met3.png
(4 px per µm)
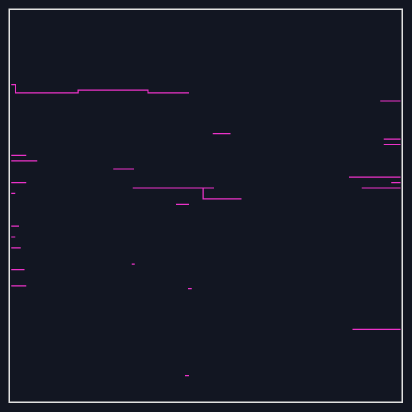
registers.png
(4 px per µm) Other sequential cells in the stronger gray, the rest of the logic in the fainter gray.
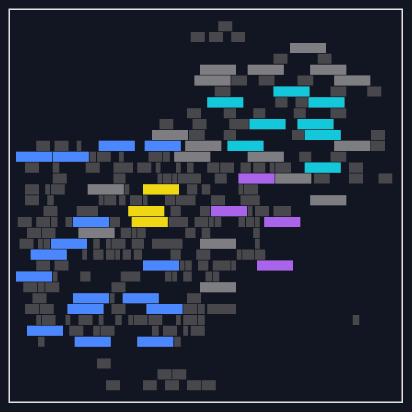
final_clocks.png
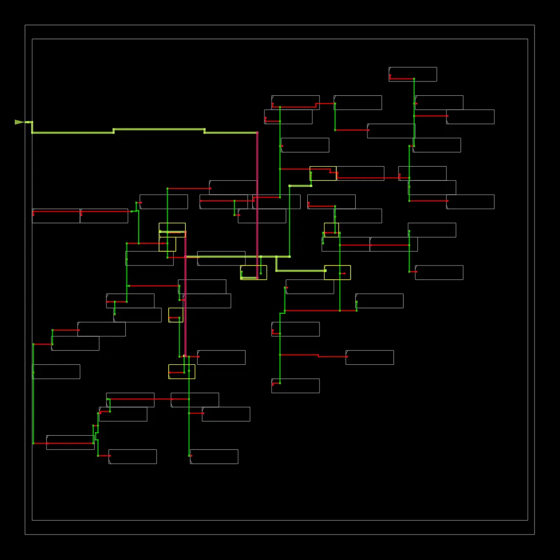
drive_strength.png
(4 px per µm)
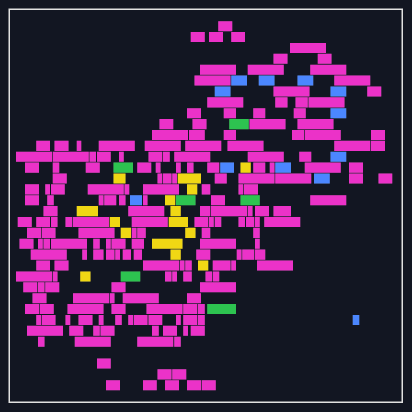
$ cat config.mk
export PLATFORM = sky130hd
export DESIGN_NAME = spi_frame_master
export DESIGN_NICKNAME = d
export VERILOG_FILES = /design/src/rtl/spi_frame_master.sv
export SDC_FILE = /design/constraint.sdc
export NUM_CORES = 1
export LEC_CHECK = 0
export CAP_MARGIN = 5
export CORE_UTILIZATION = 25
export DETAILED_ROUTE_END_ITERATION = 12
export SYNTH_ARGS = -nofsm -noshare
export SYNTH_HDL_FRONTEND = slang
export SYNTH_SLANG_ARGS = --single-unit
$ cat constraint.sdc
create_clock -name clk -period 2.5 [get_ports clk]
set_input_delay 0.5 -clock clk [delete_from_list [all_inputs] [get_ports clk]]
set_output_delay 0.5 -clock clk [all_outputs]
set_load 0.01 [all_outputs]
$ cat src/rtl/spi_frame_master.sv
// Initiator for the 16-bit SPI register-access frame: serialises one command per
// start pulse, samples miso on reads and reports read data with a one-cycle done.
module spi_frame_master #(
  parameter int unsigned CLK_DIV = 2
) (
  input  logic       clk,
  input  logic       rst,
  input  logic       start,
  input  logic       rw,
  input  logic [2:0] ext_addr,
  input  logic [2:0] reg_addr,
  input  logic [7:0] wdata,
  input  logic       miso,
  input  logic       miso_oe,
  output logic       sclk,
  output logic       cs,
  output logic       mosi,
  output logic       busy,
  output logic       done,
  output logic [7:0] rdata,
  output logic       rd_err
);

  localparam int unsigned      DIV_W    = $clog2(CLK_DIV + 1);
  localparam logic [DIV_W-1:0] DIV_LAST = DIV_W'(CLK_DIV - 1);
  localparam logic [3:0]       BIT_LAST = 4'd15;
  localparam int unsigned      FRAME_W  = 16;

  // Address fields go out LSB first, data MSB first.
  typedef struct packed {
    logic       rw;
    logic [2:0] ext_rev;
    logic       rsvd;
    logic [2:0] reg_rev;
    logic [7:0] data;
  } frame_t;

  typedef enum logic [2:0] {
    ST_IDLE,
    ST_LOW,
    ST_HIGH,
    ST_TAIL,
    ST_GAP
  } state_e;

  state_e               state_q, state_d;
  logic [DIV_W-1:0]     div_cnt_q, div_cnt_d;
  logic [3:0]           bit_cnt_q, bit_cnt_d;
  logic [FRAME_W-1:0]   shift_q, shift_d;
  logic                 rw_q, rw_d;
  logic [7:0]           rx_q, rx_d;
  logic                 err_q, err_d;
  logic                 sclk_q, sclk_d;
  logic                 cs_q, cs_d;
  logic                 busy_q, busy_d;
  logic                 done_q, done_d;
  logic [7:0]           rdata_q, rdata_d;
  logic                 rd_err_q, rd_err_d;
  logic                 div_last;
  frame_t               cmd_c;

  assign div_last = (div_cnt_q == DIV_LAST);

  always_comb begin
    cmd_c.rw      = rw;
    cmd_c.ext_rev = {ext_addr[0], ext_addr[1], ext_addr[2]};
    cmd_c.rsvd    = 1'b0;
    cmd_c.reg_rev = {reg_addr[0], reg_addr[1], reg_addr[2]};
    cmd_c.data    = wdata;
  end

  // State register
  always_ff @(posedge clk or negedge rst) begin
    if (!rst) begin
      state_q <= ST_IDLE;
    end else begin
      state_q <= state_d;
    end
  end

  // Next-state logic
  always_comb begin
    state_d = state_q;
    case (state_q)
      ST_IDLE: if (start)    state_d = ST_LOW;
      ST_LOW:  if (div_last) state_d = ST_HIGH;
      ST_HIGH: if (div_last) state_d = (bit_cnt_q == BIT_LAST) ? ST_TAIL : ST_LOW;
      ST_TAIL: if (div_last) state_d = ST_GAP;
      ST_GAP:  if (div_last) state_d = ST_IDLE;
      default:               state_d = ST_IDLE;
    endcase
  end

  // Output and datapath next values; every output is taken from a register.
  always_comb begin
    div_cnt_d = '0;
    bit_cnt_d = bit_cnt_q;
    shift_d   = shift_q;
    rw_d      = rw_q;
    rx_d      = rx_q;
    err_d     = err_q;
    sclk_d    = sclk_q;
    cs_d      = cs_q;
    busy_d    = busy_q;
    done_d    = 1'b0;
    rdata_d   = rdata_q;
    rd_err_d  = rd_err_q;

    if ((state_q != ST_IDLE) && !div_last) begin
      div_cnt_d = div_cnt_q + DIV_W'(1);
    end

    case (state_q)
      ST_IDLE: begin
        if (start) begin
          shift_d   = cmd_c;
          rw_d      = rw;
          bit_cnt_d = '0;
          rx_d      = '0;
          err_d     = 1'b0;
          busy_d    = 1'b1;
          cs_d      = 1'b1;
          sclk_d    = 1'b0;
        end
      end
      ST_LOW: begin
        // Rising sclk: miso is taken at the same edge the slave sees.
        if (div_last) begin
          sclk_d = 1'b1;
          if (!rw_q && bit_cnt_q[3]) begin
            rx_d = {rx_q[6:0], miso};
            if (!miso_oe) begin
              err_d = 1'b1;
            end
          end
        end
      end
      ST_HIGH: begin
        if (div_last) begin
          sclk_d = 1'b0;
          if (bit_cnt_q != BIT_LAST) begin
            shift_d   = {shift_q[FRAME_W-2:0], 1'b0};
            bit_cnt_d = bit_cnt_q + 4'd1;
          end
        end
      end
      ST_TAIL: begin
        if (div_last) begin
          cs_d    = 1'b0;
          shift_d = '0;
          done_d  = 1'b1;
          if (!rw_q) begin
            rdata_d  = rx_q;
            rd_err_d = err_q;
          end
        end
      end
      ST_GAP: begin
        if (div_last) begin
          busy_d = 1'b0;
        end
      end
      default: begin
      end
    endcase
  end

  // Datapath and output registers
  always_ff @(posedge clk or negedge rst) begin
    if (!rst) begin
      div_cnt_q <= '0;
      bit_cnt_q <= '0;
      shift_q   <= '0;
      rw_q      <= 1'b0;
      rx_q      <= '0;
      err_q     <= 1'b0;
      sclk_q    <= 1'b0;
      cs_q      <= 1'b0;
      busy_q    <= 1'b0;
      done_q    <= 1'b0;
      rdata_q   <= '0;
      rd_err_q  <= 1'b0;
    end else begin
      div_cnt_q <= div_cnt_d;
      bit_cnt_q <= bit_cnt_d;
      shift_q   <= shift_d;
      rw_q      <= rw_d;
      rx_q      <= rx_d;
      err_q     <= err_d;
      sclk_q    <= sclk_d;
      cs_q      <= cs_d;
      busy_q    <= busy_d;
      done_q    <= done_d;
      rdata_q   <= rdata_d;
      rd_err_q  <= rd_err_d;
    end
  end

  assign sclk   = sclk_q;
  assign cs     = cs_q;
  assign mosi   = shift_q[FRAME_W-1];
  assign busy   = busy_q;
  assign done   = done_q;
  assign rdata  = rdata_q;
  assign rd_err = rd_err_q;

endmodule

==> run notes <==
yosys + openroad results -> status completed, crit end category flip-flop, ys cells 197, Final period util 84.9%, clk_skew 7.03 ps, Main synth FF type dfrtp_1, Crit Reg-Reg Endpoint shift_q[8], Reg2Reg Setup Slack 380 ps, CP top delay family AND-OR/OR-AND gates, CP startpoint bit_cnt_q[0], Slew Viols, Final 0, Slowest cell on crit path o31ai_4, Starting DRT DRC Count 69, H-tree Lvls 2, cell count after placement 334, Top power group combinational logic, Crit path required time 2730 ps, Tot GR Track Use 10.7%, invs w/o clock 22, critical-path cell list ha_1, and4b_1, o31ai_4, buf_4, mux2i_1, synthesized cell area 0.00230 mm², Post-CTS Hold Buffers 0, clk_lat worst skew 310 ps, dpl hpwl 3300 µm, dpl ws 118 ps, Critical Path Sink shift_q[8], Worst Setup Start Kind flip-flop, Tmin final 2120 ps, clock network area share 3.25%, area fraction in and, or, nand and nor cells 14.9%, CTS root buf clkbuf_8, EDFF count, synth 0, relative slew slack 49.9%, # Post-CTS Setup Buffers 0, Psw 0.00111 W, combinational share of power 44.1%, IO buf count 33, Mux area share 12.5%, num rows 34, Comb area share 32.7%, Crit. path cell count 5, power per standard cell area 1050 mW/mm², initial antenna violation count 0, Crit path arrival time 2350 ps, Antenna Cells 0, YS chip area 0.00230 mm², CTS resizes 0, total congestion overflow 0, via/cell ratio 4.73, largest register by flop count shift_q, pin count of the biggest net entering global routing 27, WL/cell 14.2 µm, cell-internal power 0.00187 W, NumNets Final 255, setup violators final 0, Syn Area/Cell 11.7 µm², layout cell share with drive strength beyond 1 14.1%, RSZ-0062 raised after global routing no, Clk pwr share 16.0%, Final non-clock buffer share 14.2%, Logic family by area simple AND/OR/NAND/NOR gates, Peak VDD IR 0.000450 V, largest cell class by area registers, xor/xnor share 0%, drt pass-1 iters 4, comb. cell area 931 µm², CLK BUF 5, Largest register FFs 16, post-route ant nets 0, Reg power frac 39.9%, worst slew pin tran 752 ps, post-layout power 0.00298 W, post-synthesis register bit count 48, leakage power 1.25 nW, Die Ht 97.9 µm, synth warn 0, post-synth cell types 42, # Max-Cap Violations 0, most numerous logic cells after layout dfrtp_1, clkdlybuf4s50_1, inv_1
Notes on met3.png above:
main direction: horizontal
share of all routed wire: 3.4%
longest straight run: 20.0 µm
DR vias: 1617
routed wire length: 4840 µm
met3 Use GR: 2.65%

Notes on registers.png above:
legend:
  blue:
    name_in_the_netlist: `shift_q`
    sequential_cells: 16
  cyan:
    name_in_the_netlist: `rx_q`
    sequential_cells: 8
  yellow:
    name_in_the_netlist: `state_q`
    sequential_cells: 3
  purple:
    name_in_the_netlist: `bit_cnt_q`
    sequential_cells: 4
Seq. cell area: 0.00120 mm²
final core utilization: 32.3%
fraction of area in registers: 42.2%

Notes on final_clocks.png above:
Inserted Clock Buffers: 5
Flop Count: 48
Clk power: 0.000476 W
Clock Sinks: 48

Notes on drive_strength.png above:
legend:
  yellow:
    size: drive 3 to 4
    cells: 15
    share: 6.4%
  blue:
    size: drive 2
    cells: 12
    share: 5.1%
  magenta:
    size: drive 1 or less
    cells: 201
    share: 86%
  green:
    size: drive 6 and up
    cells: 6
    share: 2.6%
non-clock buffer count in the final layout: 42
Finished Cell Area: 0.00285 mm²
Worst Slack Setup Final: 379 ps
Layout area overhead: 23.9%

-- layer usage --
metal  track usage, %  part of all wire, %  wire (µm)
met2             16.5                   47       2280
met5                0                    0          0
met1             14.3                   48       2320
met3             2.65                  3.4        166
met4             4.43                  1.5         73
-- cells in the mapped netlist (2+ instances only) --
library cell	count	area, µm²
mux2i_1	16	160
nand2b_1	4	25.0
o21ai_0	2	10.0
nand3_1	2	10.0
clkbuf_1	7	26.3
nand2_1	8	30.0
ha_1	2	25.0
buf_6	2	22.5
nor4bb_1	15	150
nor2_1	3	11.3
nor3_1	5	25.0
mux2_2	9	101
inv_1	22	82.6
a21oi_1	15	75.1
buf_2	3	15.0
a22o_1	9	78.8
dfrtp_1	48	1200
No activity file was given, so power comes from the tool's default toggle rates.
